==> config.mk <==
export PLATFORM = sky130hd
export DESIGN_NAME = y_demux_1to4_flat
export DESIGN_NICKNAME = d
export VERILOG_FILES = /design/src/rtl/y_demux_pkg.sv /design/src/rtl/y_demux_1to4_if.sv /design/src/rtl/y_lane_buf.sv /design/src/rtl/y_demux_1to4.sv /design/src/flat_wrapper.sv
export SDC_FILE = /design/constraint.sdc
export NUM_CORES = 1
export LEC_CHECK = 0
export CORE_MARGIN = 4
export CORE_UTILIZATION = 40
export CTS_CLUSTER_DIAMETER = 150
export DETAILED_ROUTE_END_ITERATION = 10
export HOLD_SLACK_MARGIN = 0.02
export PLACE_DENSITY = 0.75
export SYNTH_ARGS = -nofsm -noshare
export SYNTH_HDL_FRONTEND = slang
export SYNTH_HIERARCHICAL = 1
export SYNTH_SLANG_ARGS = --single-unit
==> constraint.sdc <==
create_clock -name clk -period 2.7 [get_ports clk]
set_input_delay 0.81 -clock clk [delete_from_list [all_inputs] [get_ports clk]]
set_output_delay 0.81 -clock clk [all_outputs]
set_load 0.005 [all_outputs]
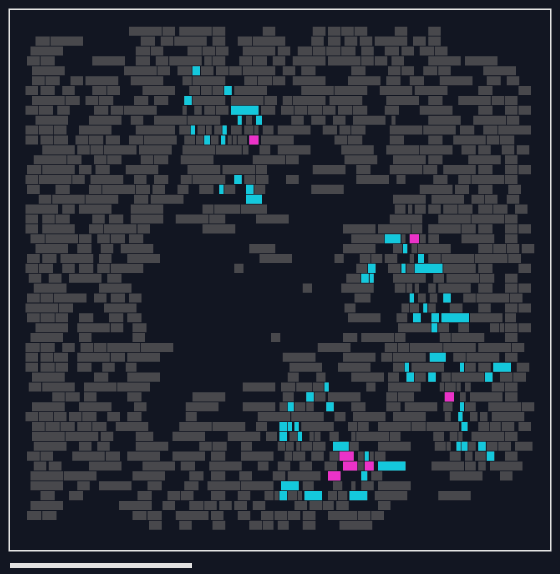
Figure 1: run 1, selected gate families.
Scale bar: 50 um.
legend:
  NAND gates:
    color: cyan
    cells: 60
  AND and OR gates:
    color: magenta
    cells: 7
Top cell excl fill/tap: clkdlybuf4s50_1
fin cells: 1078
multi-input combinational area share: 25.22%

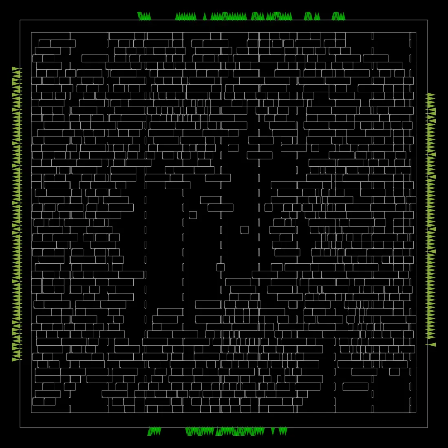
Figure 2: run 1, placement view.
# rows: 51
Seq area share: 43.28%
FF+latch count: 196

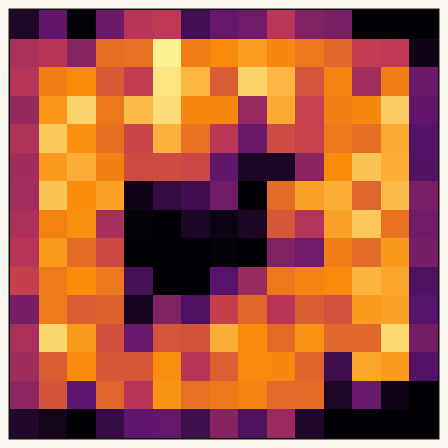
Figure 3: run 1, cell area per tile.
The die is cut into 15 by 15 equal tiles; black is low, pale yellow is high, 0 to 100% covered.
fullest tile: 97%
nearly empty tiles: 8.9%
emptiest ninth of the die: middle
tiles over 75% full: 20%
mean over tiles: 50%
post-layout util: 58.23%
FP Util: 40.66%
Placeable Area: 19460 sq um

==> impl_metrics.tcl, run 1 <==
# flow metrics
set metrics [dict create \
    ys.flop_type "dfrtp_1" \
    via_per_inst 4.985 \
    clock_sinks 196 \
    drc 0 \
    syn_area_per_cell_sq_um 14.63 \
    leakage_nw 4.964 \
    largest_area_cell "dfrtp_1" \
    hold_path.class "in -> async" \
    drt_iter0_drc 148 \
    max_stage_delay_ns 0.49 \
    clk_latency_ns 0.42 \
    ys_chip_area_sq_um 7914 \
    n_antenna_cell 0 \
    finalPower_mw 8.553 \
    synth_flop_count 196 \
    holdBufCountCts 0 \
    layout.cells.most_common_list "clkdlybuf4s50_1, dfrtp_1, mux2_2" \
    synth_nets 586 \
    netlist.area_leader.share_pct 61.98 \
    num_io_pins 238 \
    maxCapViolCount 0 \
    clock-root-buffer "clkbuf_16" \
    die_area_sq_um 22100 \
    cts_inserted_buffers 17 \
    synth.distinct_cells 24 \
    worstSetupPathDepth 4 \
    post_drt_wl_per_cell_um 19.40 \
    timing.slew.headroom_pct 69.42 \
    die_h_um 148.7 \
    area_delta_synth_final_pct 43.21 \
    port_buffers 237 \
    drtAntennaViolNets 0 \
    post_cts_buffers 0 \
    worst_slew_pin_slew_ns 0.4587 \
    synth-async-reset-ratio_pct 100.0 \
    clock-skew-final_ns 0.007618 \
    firstDrtPassIters 5 \
    grt_pass1_wl_um 33640 \
    drv_slew 0 \
    warning_count 26 \
    grt_start_max_net_pins 53 \
    ys_cells 541 \
    num_vias 5374 \
    startpoint_type "input port" \
    cp-end-kind "output pin" \
    largest_reg_flops 128 \
    finalNetCount 845 \
    fmax_mhz 376.1 \
    crit_chain "dlygate4sd2_1 -> nand2b_4 -> mux4_2 -> buf_6" \
    critPathTopFamily "multiplexers" \
    hold_viol 0 \
    cp.required_ns 1.89 \
    syn_inst 541 \
    cts_max_level 4 \
    place.gp.congestion 0.8284 \
    first_global_vias 6086 \
    drive_gt1_share_pct 25.71 \
    placed_cells 1046 \
    die_w_um 148.7 \
    syn_area_sq_um 7914 \
    gr-usage-all-layers_pct 19.25 \
    dp_hpwl_um 15310 \
    path_buffers 2 \
    critical_path.max_fanout 2 \
    setup_slack_ns 0.04081 \
    cts_tree "yes" \
    rsz0062_at_grt "no" \
    outcome "finished, final reports clean" \
    seq_area_frac_synth_pct 61.98 \
    crit_type "in -> out" \
    grt_overflow 0 \
    edf_count 0 \
    topCellsByArea "dfrtp_1, mux2_2, xor2_1, xnor2_1, nor4_1" \
    cts_resized 13 \
    synth_warnings 6 \
    finalCritPeriodShare_pct 98.49 \
    wl_um 20910 \
    setup_viol 0 \
]
-- run 1: layout make-up --
class                   instances  area, sq um
fillers                      1600         8129
flip-flops and latches        196         4905
multi-input cells             309         2858
repair buffers                260         2594
clock buffers                  19        442.9
well taps                     265        331.6
clock inverters                13        142.6
inverters                      16        60.06
-- run 1: stage by stage --
step                      setup TNS, ns  hold WS, ns  instance area (sq um)
after floorplan                       0       0.4647                   7914
after global placement          -0.8212       0.4595                  10740
after detailed placement         -2.956       0.4651                  10740
after CTS                             0       0.3511                  11330
after global routing                  0       0.3576                  11330
final                                 0       0.3356                  11330
-- run 1: cell families after synthesis --
logic type	after synthesis	share of synthesized area, %
buf+inv	36	2.340
simple gates	108	8.964
fa+ha+maj	4	0.6324
mux	133	19.07
compound gates	4	0.3795
xor+xnor	60	6.640
flops	196	61.98
-- run 1: report_power, final --
group	internal [mW]	switching (mW)
Clock	1.33	1.15
Combinational	1.40	0.749
Sequential	3.47	0.450
-- run 1: routing by layer --
metal | GRT usage, % | vias up | share of wire [%]
li1 | - | 2435 | -
met1 | 22.21 | 2730 | 39
met2 | 33.28 | 189 | 51
met3 | 8.227 | 20 | 9.4
met4 | 4.527 | 0 | 1.2
met5 | 0 | - | 0
--- run 2 (diff from run 1) ---
--- a/config.mk
+++ b/config.mk
@@ -5,12 +5,14 @@
 export SDC_FILE = /design/constraint.sdc
 export NUM_CORES = 1
 export LEC_CHECK = 0
+export CORE_ASPECT_RATIO = 0.5
 export CORE_MARGIN = 4
 export CORE_UTILIZATION = 40
 export CTS_CLUSTER_DIAMETER = 150
 export DETAILED_ROUTE_END_ITERATION = 10
 export HOLD_SLACK_MARGIN = 0.02
 export PLACE_DENSITY = 0.75
+export SKIP_CTS_REPAIR_TIMING = 1
 export SYNTH_ARGS = -nofsm -noshare
 export SYNTH_HDL_FRONTEND = slang
 export SYNTH_HIERARCHICAL = 1
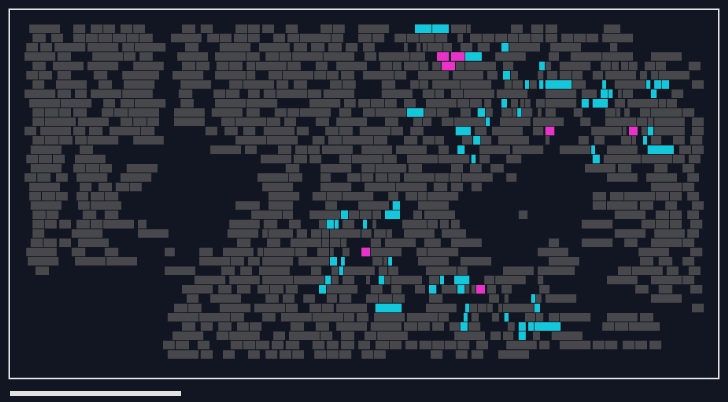
Figure 4: run 2, selected gate families.
Scale bar: 50 um.
legend:
  AND and OR gates:
    color: magenta
    cells: 7
  NAND gates:
    color: cyan
    cells: 60
multi-input combinational area share: 25.08%
fin cells: 1080

==> impl_metrics.tcl, run 2 <==
# flow metrics
set metrics [dict create \
    critical_path.max_fanout 2 \
    power_switching_share_pct 26.95 \
    place.gp.congestion 0.8347 \
    num_io_pins 238 \
    rows 36 \
    worstSetupPathDepth 3 \
    fin_area_sq_um 11400 \
    regArea_sq_um 4905 \
    largest_reg_flops 128 \
    startpoint_type "input port" \
    syn_area_per_cell_sq_um 14.63 \
    synth_flop_count 196 \
    port_buffers 237 \
    setup_slack_ns 0.1751 \
    netlist.area_leader.share_pct 61.98 \
    layout_top_cell "clkdlybuf4s50_1" \
    cp.required_ns 1.89 \
    power.switching_mw 2.349 \
    finalNetCount 846 \
    rsz0062_at_grt "no" \
    layout.cells.most_common_list "clkdlybuf4s50_1, dfrtp_1, mux2_2" \
    pwr-share-clk_pct 30.4 \
    clk_latency_ns 0.43 \
    cp-end-kind "output pin" \
    r2r_slack_ns 0.69 \
    crit_type "in -> out" \
    wl_um 20180 \
    timing.slew.headroom_pct 68.41 \
    drc 0 \
    max_stage_delay_ns 0.48 \
    first_global_vias 5587 \
    finalCritPeriodShare_pct 93.52 \
    fill_cells 1570 \
    clock-root-buffer "clkbuf_16" \
    drv_slew 0 \
    drive_gt1_share_pct 25.92 \
    edf_count 0 \
    syn_inst 541 \
    cts_inserted_buffers 17 \
    warning_count 26 \
    p_int_mw 6.366 \
    firstDrtPassIters 4 \
    outcome "finished, final reports clean" \
    topCellsByArea "dfrtp_1, mux2_2, xor2_1, xnor2_1, nor4_1" \
    grt_pass1_wl_um 31610 \
    vdd_drop_max_mv 0.5237 \
    cts_max_level 4 \
    clock_sinks 196 \
    drtAntennaViolNets 0 \
    die_h_um 107.5 \
    synth-async-reset-ratio_pct 100.0 \
    dp_hpwl_um 14500 \
    ys_chip_area_sq_um 7914 \
    hold_path.class "in -> async" \
    synth_nets 586 \
    post_drt_wl_per_cell_um 18.68 \
    synth_warnings 6 \
    fmax_mhz 396.0 \
    finalPower_mw 8.715 \
    path_buffers 2 \
    critPathTopFamily "buffers and inverters" \
    setup_viol 0 \
    p_comb_share_pct 24.8 \
    via_per_inst 4.945 \
    largest_area_cell "dfrtp_1" \
    cts_tree "yes" \
    crit_chain "clkdlybuf4s50_1 -> mux4_2 -> clkbuf_2" \
    power_frac_seq_pct 44.8 \
    ys.flop_type "dfrtp_1" \
    placed_area_sq_um 10760 \
    area_delta_synth_final_pct 44.00 \
    ys_cells 541 \
    num_vias 5341 \
    n_antenna_cell 0 \
    gr-usage-all-layers_pct 18.39 \
    hold_viol 0 \
    comb_area_sq_um 2858 \
    syn_area_sq_um 7914 \
    synth.distinct_cells 24 \
    setup_tns_ns 0 \
    clock-skew-final_ns 0.009111 \
    worst_slew_pin_slew_ns 0.4739 \
    grt_overflow 0 \
    grt_start_max_net_pins 60 \
]
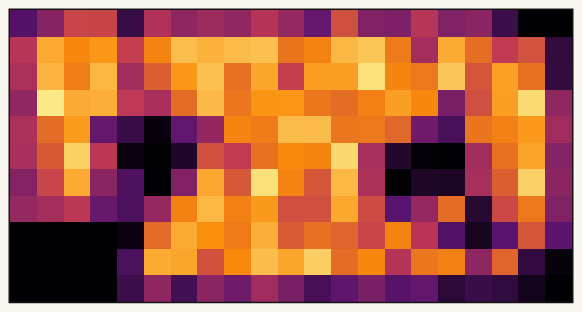
Figure 5: run 2, cell area per tile.
The die is cut into 21 by 11 equal tiles; black is low, pale yellow is high, 0 to 100% covered.
tiles over 75% full: 22%
fullest tile: 96%
mean over tiles: 50%
emptiest ninth of the die: bottom left
nearly empty tiles: 9.5%
Placeable Area: 19460 sq um
post-layout util: 58.56%
FP Util: 40.67%

==> run 2: metal layers <==
metal | GRT usage, % | part of all wire [%] | up-vias
met2 | 31.47 | 52 | 113
met1 | 23.40 | 42 | 2760
met4 | 4.901 | 1.7 | 0
met3 | 4.816 | 4.2 | 25
met5 | 0 | 0 | -
li1 | - | - | 2443
==> run 2: logic make-up after synthesis <==
logic type	share of synthesized area, %
flops	61.98
mux	19.07
simple gates	8.964
xor+xnor	6.640
buf+inv	2.340
compound gates	0.3795
fa+ha+maj	0.6324
==> run 2: power by group through the flow <==
stage | clock (mW) | combinational, mW | sequential (mW)
detailed placement | 0 | 2.18 | 3.96
finish | 2.65 | 2.16 | 3.90
floorplan | 0 | 0.657 | 3.93
global route | 2.84 | 2.32 | 3.99
CTS | 2.71 | 2.19 | 3.91
global placement | 0 | 2.15 | 3.93
==> run 2: area by class of cell <==
| cell class | instances | share of cell area [%] |
|---|---|---|
| multi-input cells | 309 | 25.08 |
| inverters | 16 | 0.5270 |
| well taps | 266 | 2.921 |
| repair buffers | 261 | 23.05 |
| clock buffers | 18 | 3.854 |
| clock inverters | 14 | 1.537 |
| flip-flops and latches | 196 | 43.04 |
==> run 2: metrics by stage <==
step | std cells | hold WS [ns]
after CTS | 1080 | 0.3513
final | 1080 | 0.3489
after global placement | 1048 | 0.4577
after detailed placement | 1048 | 0.4589
after global routing | 1080 | 0.3627
after floorplan | 541 | 0.4647
==> run 2: worst register-to-register path, cell delays in order, from the launching register on <==
cell      delay (ns)
dfrtp_1         0.43
nand2b_4        0.10
buf_4           0.10
nor4bb_4        0.20
buf_4           0.17
nand4_2         0.23
nor4_1          0.50
xor2_1          0.21
Power figures rest on the tool's default switching activity, not on a simulated workload.
